**src/rtl/pipe_adder_if.sv**
```systemverilog
// rtl/pipe_adder_if.sv - operand/result handshake bundle for pipe_adder
interface pipe_adder_if #(
   parameter int WIDTH = 32
);
   logic             in_valid;
   logic             in_ready;
   logic [WIDTH-1:0] a;
   logic [WIDTH-1:0] b;
   logic             cin;
   logic             sub;
   logic             out_valid;
   logic             out_ready;
   logic [WIDTH-1:0] sum;
   logic             cout;
   logic             ovf;

   modport master (
      output in_valid, a, b, cin, sub, out_ready,
      input  in_ready, out_valid, sum, cout, ovf
   );

   modport slave (
      input  in_valid, a, b, cin, sub, out_ready,
      output in_ready, out_valid, sum, cout, ovf
   );
endinterface

```
**src/rtl/pipe_adder.sv**
```systemverilog
// rtl/pipe_adder.sv - pipelined adder/subtractor with one registered carry per chunk
// Stage k adds chunk k; operands ride along so each beat's bits leave together.
module pipe_adder #(
   parameter int WIDTH  = 32,
   parameter int STAGES = 4
) (
   input  logic        clk,
   input  logic        rst,
   pipe_adder_if.slave bus
);
   localparam int CW = WIDTH / STAGES;

   if (STAGES < 1 || STAGES > WIDTH || (WIDTH % STAGES) != 0) begin : g_bad_cfg
      $error("pipe_adder: WIDTH must be a positive multiple of STAGES");
   end

   logic             valid_q [STAGES];
   logic             valid_d [STAGES];
   logic [WIDTH-1:0] a_q     [STAGES];
   logic [WIDTH-1:0] a_d     [STAGES];
   logic [WIDTH-1:0] bp_q    [STAGES];
   logic [WIDTH-1:0] bp_d    [STAGES];
   logic [WIDTH-1:0] s_q     [STAGES];
   logic [WIDTH-1:0] s_d     [STAGES];
   logic             c_q     [STAGES];
   logic             c_d     [STAGES];
   logic             ovf_q;
   logic             ovf_d;

   logic             src_v   [STAGES];
   logic [WIDTH-1:0] src_a   [STAGES];
   logic [WIDTH-1:0] src_bp  [STAGES];
   logic [WIDTH-1:0] src_s   [STAGES];
   logic             src_c   [STAGES];
   logic [CW:0]      chunk_w [STAGES];
   logic             adv;

   // One global enable: the whole pipe either shifts or holds.
   assign adv = !valid_q[STAGES-1] || bus.out_ready;

   always_comb begin
      src_v[0]  = bus.in_valid;
      src_a[0]  = bus.a;
      src_bp[0] = bus.sub ? ~bus.b : bus.b;
      src_s[0]  = '0;
      src_c[0]  = bus.sub ? 1'b1 : bus.cin;
      for (int k = 1; k < STAGES; k++) begin
         src_v[k]  = valid_q[k-1];
         src_a[k]  = a_q[k-1];
         src_bp[k] = bp_q[k-1];
         src_s[k]  = s_q[k-1];
         src_c[k]  = c_q[k-1];
      end
   end

   always_comb begin
      for (int k = 0; k < STAGES; k++) begin
         chunk_w[k] = {1'b0, src_a[k][k*CW +: CW]}
                    + {1'b0, src_bp[k][k*CW +: CW]}
                    + {{CW{1'b0}}, src_c[k]};
      end
   end

   // Data registers load only under a valid beat, so bubbles leave outputs untouched.
   always_comb begin
      ovf_d = ovf_q;
      for (int k = 0; k < STAGES; k++) begin
         valid_d[k] = valid_q[k];
         a_d[k]     = a_q[k];
         bp_d[k]    = bp_q[k];
         s_d[k]     = s_q[k];
         c_d[k]     = c_q[k];
         if (adv) begin
            valid_d[k] = src_v[k];
            if (src_v[k]) begin
               a_d[k]               = src_a[k];
               bp_d[k]              = src_bp[k];
               s_d[k]               = src_s[k];
               s_d[k][k*CW +: CW]   = chunk_w[k][CW-1:0];
               c_d[k]               = chunk_w[k][CW];
            end
         end
      end
      if (adv && src_v[STAGES-1]) begin
         ovf_d = (src_a[STAGES-1][WIDTH-1] == src_bp[STAGES-1][WIDTH-1])
              && (s_d[STAGES-1][WIDTH-1] != src_a[STAGES-1][WIDTH-1]);
      end
   end

   always_ff @(posedge clk or posedge rst) begin
      if (rst) begin
         for (int k = 0; k < STAGES; k++) begin
            valid_q[k] <= 1'b0;
            a_q[k]     <= '0;
            bp_q[k]    <= '0;
            s_q[k]     <= '0;
            c_q[k]     <= 1'b0;
         end
         ovf_q <= 1'b0;
      end else begin
         for (int k = 0; k < STAGES; k++) begin
            valid_q[k] <= valid_d[k];
            a_q[k]     <= a_d[k];
            bp_q[k]    <= bp_d[k];
            s_q[k]     <= s_d[k];
            c_q[k]     <= c_d[k];
         end
         ovf_q <= ovf_d;
      end
   end

   assign bus.in_ready  = adv;
   assign bus.out_valid = valid_q[STAGES-1];
   assign bus.sum       = s_q[STAGES-1];
   assign bus.cout      = c_q[STAGES-1];
   assign bus.ovf       = ovf_q;
endmodule
```
**src/flat_wrapper.sv**
```systemverilog
// flat-port wrapper written by rule: the top's interface ports become plain ports
module pipe_adder_flat 
#(
   parameter int WIDTH  = 32,
   parameter int STAGES = 4
)
  (clk, rst, bus_in_valid, bus_a, bus_b, bus_cin, bus_sub, bus_out_ready, bus_in_ready, bus_out_valid, bus_sum, bus_cout, bus_ovf);
  pipe_adder_if #(.WIDTH(WIDTH)) bus_i ();
  input  logic clk;
  input  logic rst;
  input wire logic [$bits(bus_i.in_valid)-1:0] bus_in_valid;
  input wire logic [$bits(bus_i.a)-1:0] bus_a;
  input wire logic [$bits(bus_i.b)-1:0] bus_b;
  input wire logic [$bits(bus_i.cin)-1:0] bus_cin;
  input wire logic [$bits(bus_i.sub)-1:0] bus_sub;
  input wire logic [$bits(bus_i.out_ready)-1:0] bus_out_ready;
  output wire logic [$bits(bus_i.in_ready)-1:0] bus_in_ready;
  output wire logic [$bits(bus_i.out_valid)-1:0] bus_out_valid;
  output wire logic [$bits(bus_i.sum)-1:0] bus_sum;
  output wire logic [$bits(bus_i.cout)-1:0] bus_cout;
  output wire logic [$bits(bus_i.ovf)-1:0] bus_ovf;
  assign bus_i.in_valid = bus_in_valid;
  assign bus_i.a = bus_a;
  assign bus_i.b = bus_b;
  assign bus_i.cin = bus_cin;
  assign bus_i.sub = bus_sub;
  assign bus_i.out_ready = bus_out_ready;
  assign bus_in_ready = bus_i.in_ready;
  assign bus_out_valid = bus_i.out_valid;
  assign bus_sum = bus_i.sum;
  assign bus_cout = bus_i.cout;
  assign bus_ovf = bus_i.ovf;
  pipe_adder #(.WIDTH(WIDTH), .STAGES(STAGES)) u_core (.clk(clk), .rst(rst), .bus(bus_i));
endmodule
```
**config.mk**
```make
export PLATFORM = sky130hd
export DESIGN_NAME = pipe_adder_flat
export DESIGN_NICKNAME = d
export VERILOG_FILES = /design/src/rtl/pipe_adder_if.sv /design/src/rtl/pipe_adder.sv /design/src/flat_wrapper.sv
export SDC_FILE = /design/constraint.sdc
export NUM_CORES = 1
export LEC_CHECK = 0
export ABC_AREA = 1
export CORE_ASPECT_RATIO = 2
export CORE_UTILIZATION = 35
export DETAILED_ROUTE_END_ITERATION = 8
export SLEW_MARGIN = 25
export SYNTH_ARGS = -nofsm -noshare
export SYNTH_HDL_FRONTEND = slang
export SYNTH_SLANG_ARGS = --single-unit
export TNS_END_PERCENT = 20
```
**constraint.sdc**
```tcl
create_clock -name clk -period 10.03 [get_ports clk]
set_clock_uncertainty 0.15 [all_clocks]
set_input_delay 1.5045 -clock clk [delete_from_list [all_inputs] [get_ports clk]]
set_output_delay 1.5045 -clock clk [all_outputs]
set_load 0.02 [all_outputs]
```
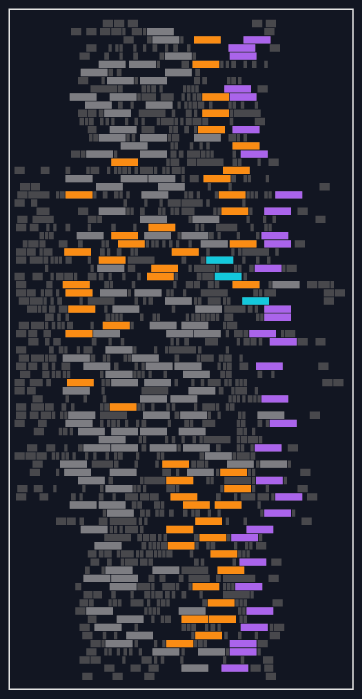
**Above:** run 1 (where the registers sit).
(3 px per µm) Other sequential cells in the stronger grey, the rest of the logic in the fainter grey.
colour	netlist name	flops
cyan	u_core.src_v	3
purple	u_core.bus.sum	32
orange	u_core.s_q	48
not coloured	102

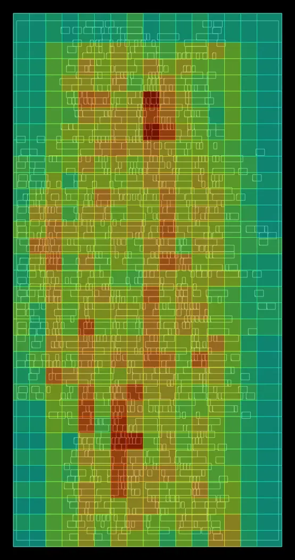
**Above:** run 1 (routing congestion map).
drt wl/cell: 12.62 µm
grt met3 use: 0.02469
Most Crowded Layer GR: met2
routing usage on met2: 0.2573
utilization after layout: 0.4218

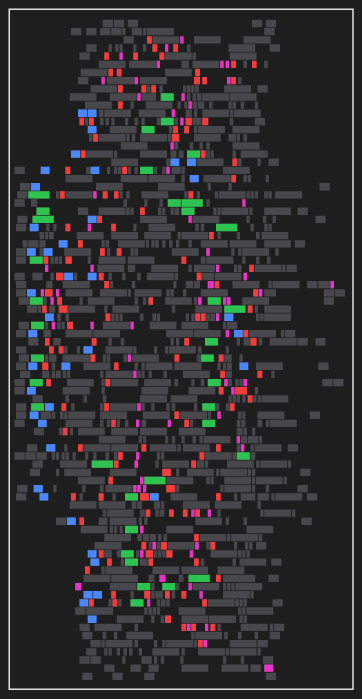
**Above:** run 1 (logic cells by family).
(3 px per µm)
colour	family	cells	most used
magenta	inverters	72	inv_1
blue	XOR/XNOR gates	41	xnor2_1
red	inverting AOI/OAI gates	133	o21ai_0
green	adder and majority cells	36	ha_1
Comb/total area: 0.3275
Non-Filler Instances: 1382
Top cell excl fill/tap: nand2_1

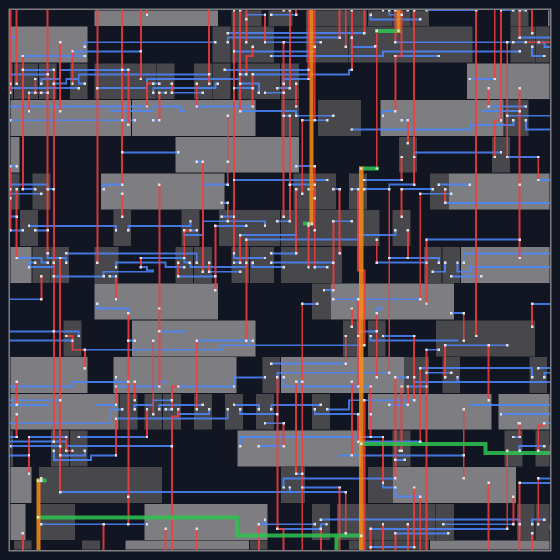
**Above:** run 1 (a small window of the routed layout).
Region (37, 138) to (77, 178) µm. Cells in grey, sequential cells in the stronger grey; small squares are vias.
colour	layer
green	metal 3
red	metal 2
orange	metal 4
blue	metal 1
most frequent	nand2_1 (46), dfrtp_1 (20)
cells with their middle in the window	92
sequential cells in the window	20
netlist names of flops here include	u_core.s_q (10), u_core.bp_q (5), u_core.a_q (4)

==> run notes, run 1 <==
run results: nets@finish 1143, crit-path max cell delay 0.62 ns, P per Cell Area approximately 290 nW/µm², Worst-path clk slew approximately 0.060 ns, internal power 1.855 mW, area growth from synthesis to layout 17.62%, Hold WS between 0.3 and 0.4 ns, Ant. Diodes 0, Tmin final roughly 4.4 ns, first-pass GRT wire length roughly 30 mm, combinational gate area 3388 µm², Top FF cell, synth dfrtp_1, Setup TNS Final 0 ns, CP Max Fanout 8, yosys cell count just under 1000, combinational power around 1.2 mW, Top Layout Cells 379 x nand2_1, 185 x dfrtp_1, 104 x clkdlybuf4s50_1, post-CTS setup buffers 0, I/O Pins between 100 and 150, final WL about 17 mm, MUX share of area 0, reg2reg path depth 6, Max IR drop VDD about 0.12 mV, most frequent CP cell clkdlybuf4s50_1, flop share of the area 0.4475, Buf/Inv on CP 3, # port buffers 105, Synth async-reset ratio 1.000, CP required approximately 8.4 ns, P_sw around 1.1 mW, DIE AREA approximately 26000 µm², status completed, WL met3 524 µm, Flop+latch power around 1.2 mW, RR Startpoint u_core.bus.out_valid$_DFFE_PP0N_, Routed Antenna Nets 0, crit start category input pin, fp util 0.3586, Setup CP Type in2out, yosys simple share 0.2011
## Run 2: what changed since run 1
==> constraint.sdc (replaced) <==
create_clock -name clk -period 4.25 [get_ports clk]
set_clock_uncertainty 0.15 [all_clocks]
set_input_delay 0.6375 -clock clk [delete_from_list [all_inputs] [get_ports clk]]
set_output_delay 0.6375 -clock clk [all_outputs]
set_load 0.02 [all_outputs]
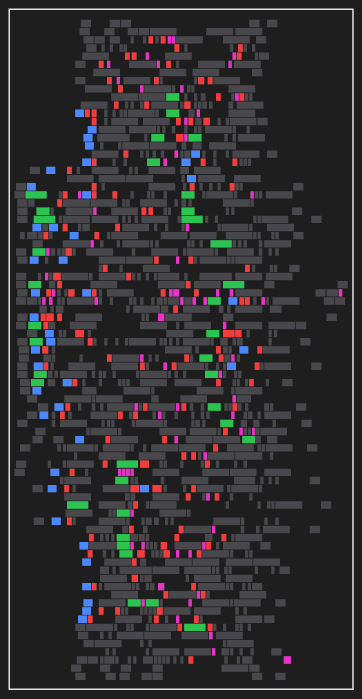
**Above:** run 2 (logic cells by family).
(3 px per µm)
colour	family	cells	most used
red	inverting AOI/OAI gates	133	o21ai_0
blue	XOR/XNOR gates	41	xnor2_1
magenta	inverters	72	inv_1
green	adder and majority cells	36	ha_1

==> run 2 against run 1 <==
- die area unchanged
- flip-flop count did not move
- wire length up 1.4%
- area after synthesis is the same
- via count grew 0.60%
- highest routed layer unchanged
==> run notes, run 2 <==
run results: status completed (unchanged), Seq/Total Area, Yosys 0.5263 (unchanged), largest net degree at the start of global routing 88 (was 79), Tapcells 332 (unchanged), Top cell excl fill/tap nand2_1 (unchanged), combinational power 2.70 mW (was 1.15 mW), CP required 4.42 ns (was 8.38 ns), post-CTS setup buffers 0 (unchanged), Routed Antenna Nets 0 (unchanged), most frequent CP cell nand2_1 (was clkdlybuf4s50_1), leak pwr 5.097 nW (was 5.055 nW), mean area per synthesized cell 8.966 µm² (unchanged), first-pass GRT wire length 30.30 mm (was 29.79 mm), fp util 0.3586 (unchanged), fill cell count 2513 (was 2500), Crit Reg-Reg Endpoint u_core.c_q[1]$_DFFE_PP0P_ (was u_core.s_q[51]$_DFFE_PP0P_), Comb/total area 0.3253 (was 0.3275), initial antenna violation count 0 (unchanged), grt met3 use 0.02899 (was 0.02469), Max IR drop VDD 0.2537 mV (was 0.1178 mV), internal power 4.504 mW (was 1.855 mW), flop share of the area 0.4445 (was 0.4475), # port buffers 105 (unchanged), utilization after layout 0.4247 (was 0.4218), yosys simple share 0.2011 (unchanged), Worst Tran Pin Value 0.8359 ns (was 0.9354 ns), M1 WL 7.412 mm (was 7.613 mm), Post-Syn Area 8796 µm² (unchanged), Sw Ratio 0.3701 (was 0.3778), drt wl/cell 12.77 µm (was 12.62 µm), reg2reg path depth 10 (was 6), combinational gates 653 (unchanged), WP depth 11 (was 4), max cap viols 0 (unchanged), Hold WS 0.3221 ns (was 0.3137 ns), Log Warnings 26 (unchanged), achievable frequency between 300 and 400 MHz, I/O Pins 106 (unchanged), Ant. Diodes 0 (unchanged), top post-synthesis cells by area dfrtp_1 53%, nand2_1 16%, ha_1 4.0%, buf_4 3.8%, o21ai_0 3.6% (unchanged), setup slack after layout 1.544 ns (was 5.620 ns), WL met3 559 µm (was 524 µm), Final setup viols 0 (unchanged), Top FF cell, synth dfrtp_1 (unchanged), routing usage on met2 0.2671 (was 0.2573), cell row count 81 (unchanged), vias in the first global route 6281 (was 6099), crit-path max cell delay 0.45 ns (was 0.62 ns), MUX share of area 0 (unchanged), P per Cell Area 686.5 nW/µm² (was 288.2 nW/µm²), Worst-path clk slew 0.06 ns (about the same), Flop+latch power 2.85 mW (was 1.20 mW), Worst Hold Depth 2 (unchanged), seq_cells 185 (unchanged), root buf cell clkbuf_16 (unchanged), Synth async-reset ratio 1.000 (unchanged), nets@finish 1147 (was 1143), crit start category input pin (unchanged), final WL 17.69 mm (was 17.45 mm), Met2 Wirelength 9.212 mm (was 8.929 mm), Setup CP Type in2reg (was in2out), yosys cell count 981 (unchanged), Hold EP u_core.bp_q[83]$_DFFE_PP0P_ (was u_core.bus.sum[8]$_DFFE_PP0P_), RR Startpoint u_core.c_q[2]$_DFFE_PP0P_ (was u_core.bus.out_valid$_DFFE_PP0N_), clk pwr 1.60 mW (was 0.633 mW), DIE AREA 25810 µm² (unchanged), DR vias/cell 4.446 (was 4.429), Setup TNS Final 0 ns (unchanged), Most Crowded Layer GR met2 (unchanged), max_slew headroom 0.4419 (was 0.3764), area growth from synthesis to layout 18.41% (was 17.62%), Non-Filler Instances 1385 (was 1382), Buf/Inv on CP 2 (was 3), Hold Path Class reg2reg (unchanged), DR vias 6158 (was 6121), Top Layout Cells 379 x nand2_1, 185 x dfrtp_1, 104 x clkdlybuf4s50_1 (unchanged), combinational gate area 3388 µm² (unchanged), GPL Wtd Cong 0.8015 (was 0.8313), GRT met1 Usage 0.1721 (was 0.1773), largest class flip-flops and latches (unchanged), Biggest consumer sequential cells (unchanged), Post-Syn Instances 981 (unchanged), CP Max Fanout 3 (was 8), P_sw 2.646 mW (was 1.126 mW), Tmin final roughly 2.7 ns, pre-CTS worst setup slack 1.082 ns (was 5.609 ns)
**Run 2: where the registers sit**

(3 px per µm) Other sequential cells in the stronger grey, the rest of the logic in the fainter grey.
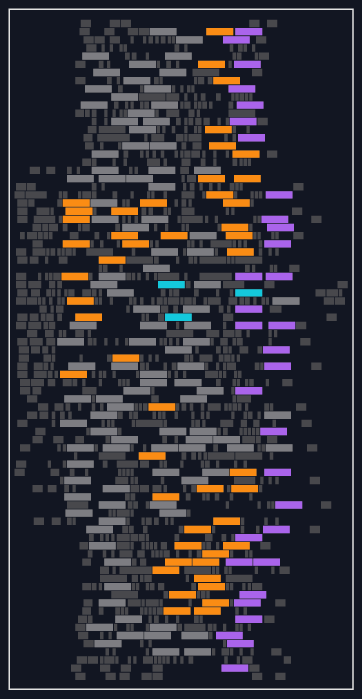

## Run 3: what changed since run 2
==> constraint.sdc (replaced) <==
create_clock -name clk -period 2.22 [get_ports clk]
set_clock_uncertainty 0.15 [all_clocks]
set_input_delay 0.333 -clock clk [delete_from_list [all_inputs] [get_ports clk]]
set_output_delay 0.333 -clock clk [all_outputs]
set_load 0.02 [all_outputs]
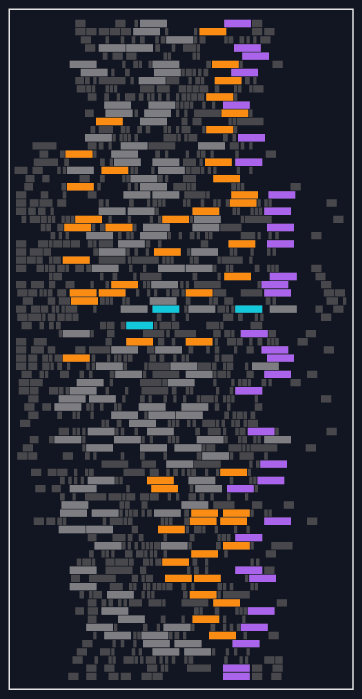
**Above:** run 3 (where the registers sit).
(3 px per µm) Other sequential cells in the stronger grey, the rest of the logic in the fainter grey.
colour	netlist name	flops
purple	u_core.bus.sum	32
orange	u_core.s_q	48
cyan	u_core.src_v	3
Flop+latch power: 5.45 mW
utilization after layout: 0.4365
flop share of the area: 0.4324
Flop area: 4629 µm²

==> run 3 against run 2 <==
- area after synthesis is the same
- clock power grew about 80%
- sequential share of layout area decreased by 1.2 points
- hold slack got worse by 0.18 ns
- register-to-register slack worse by 2.0 ns
- final cell count is 1.9% higher
- power up 92%
- synthesized cell count unchanged
- worst setup slack worse by 1.5 ns
==> run notes, run 3 <==
run results: clk pwr 2.88 mW (was 1.60 mW), DR vias/cell 4.437 (was 4.446), status completed (unchanged), CP Max Fanout 2 (was 3), GPL Wtd Cong 0.8079 (was 0.8015), Top FF cell, synth dfrtp_1 (unchanged), I/O Pins 106 (unchanged), Hold WS 0.1379 ns (was 0.3221 ns), crit start category input pin (unchanged), largest class flip-flops and latches (unchanged), Log Warnings 28 (was 26), MUX share of area 0 (unchanged), Crit Reg-Reg Endpoint u_core.c_q[1]$_DFFE_PP0P_ (unchanged), WL met3 598 µm (was 559 µm), Seq/Total Area, Yosys 0.5263 (unchanged), nets@finish 1172 (was 1147), leak pwr 5.258 nW (was 5.097 nW), Biggest consumer sequential cells (unchanged), combinational gates 653 (unchanged), Most Crowded Layer GR met2 (unchanged), Tmin final 2.189 ns, Post-Syn Area 8796 µm² (unchanged), Sw Ratio 0.3738 (was 0.3701), Routed Antenna Nets 0 (unchanged), # port buffers 105 (unchanged), Ant. Diodes 0 (unchanged), largest net degree at the start of global routing 50 (was 88), initial antenna violation count 0 (unchanged), Setup CP Type in2reg (unchanged), Buf/Inv on CP 2 (unchanged), first-pass GRT wire length 30.09 mm (was 30.30 mm), M1 WL 7.530 mm (was 7.412 mm), Worst-path clk slew 0.07 ns (was 0.06 ns), P per Cell Area 1284 nW/µm² (was 686.5 nW/µm²), max cap viols 0 (unchanged), root buf cell clkbuf_16 (unchanged), setup slack after layout 0.03063 ns (was 1.544 ns), achievable frequency approximately 460 MHz, Max IR drop VDD 0.5398 mV (was 0.2537 mV), reg2reg path depth 10 (unchanged), Top cell excl fill/tap nand2_1 (unchanged), Post-Syn Instances 981 (unchanged), grt met3 use 0.03113 (was 0.02899), Hold Path Class in2async (was reg2reg), post-CTS setup buffers 0 (unchanged), fp util 0.3586 (unchanged), vias in the first global route 6237 (was 6281), final WL 17.91 mm (was 17.69 mm), drt wl/cell 12.69 µm (was 12.77 µm), internal power 8.611 mW (was 4.504 mW), combinational gate area 3415 µm² (was 3388 µm²), max_slew headroom 0.6561 (was 0.4419), Final setup viols 0 (unchanged), P_sw 5.141 mW (was 2.646 mW), cell row count 81 (unchanged), mean area per synthesized cell 8.966 µm² (unchanged), Setup TNS Final 0 ns (unchanged), Top Layout Cells 376 x nand2_1, 185 x dfrtp_1, 103 x clkdlybuf4s50_1 (was 379 x nand2_1, 185 x dfrtp_1, 104 x clkdlybuf4s50_1), Tapcells 332 (unchanged), crit-path max cell delay 0.42 ns (was 0.45 ns), WP depth 11 (unchanged), DIE AREA 25810 µm² (unchanged), fill cell count 2510 (was 2513), top post-synthesis cells by area dfrtp_1 53%, nand2_1 16%, ha_1 4.0%, buf_4 3.8%, o21ai_0 3.6% (unchanged), GRT met1 Usage 0.1687 (was 0.1721)
Power and IR drop assume default switching activity.
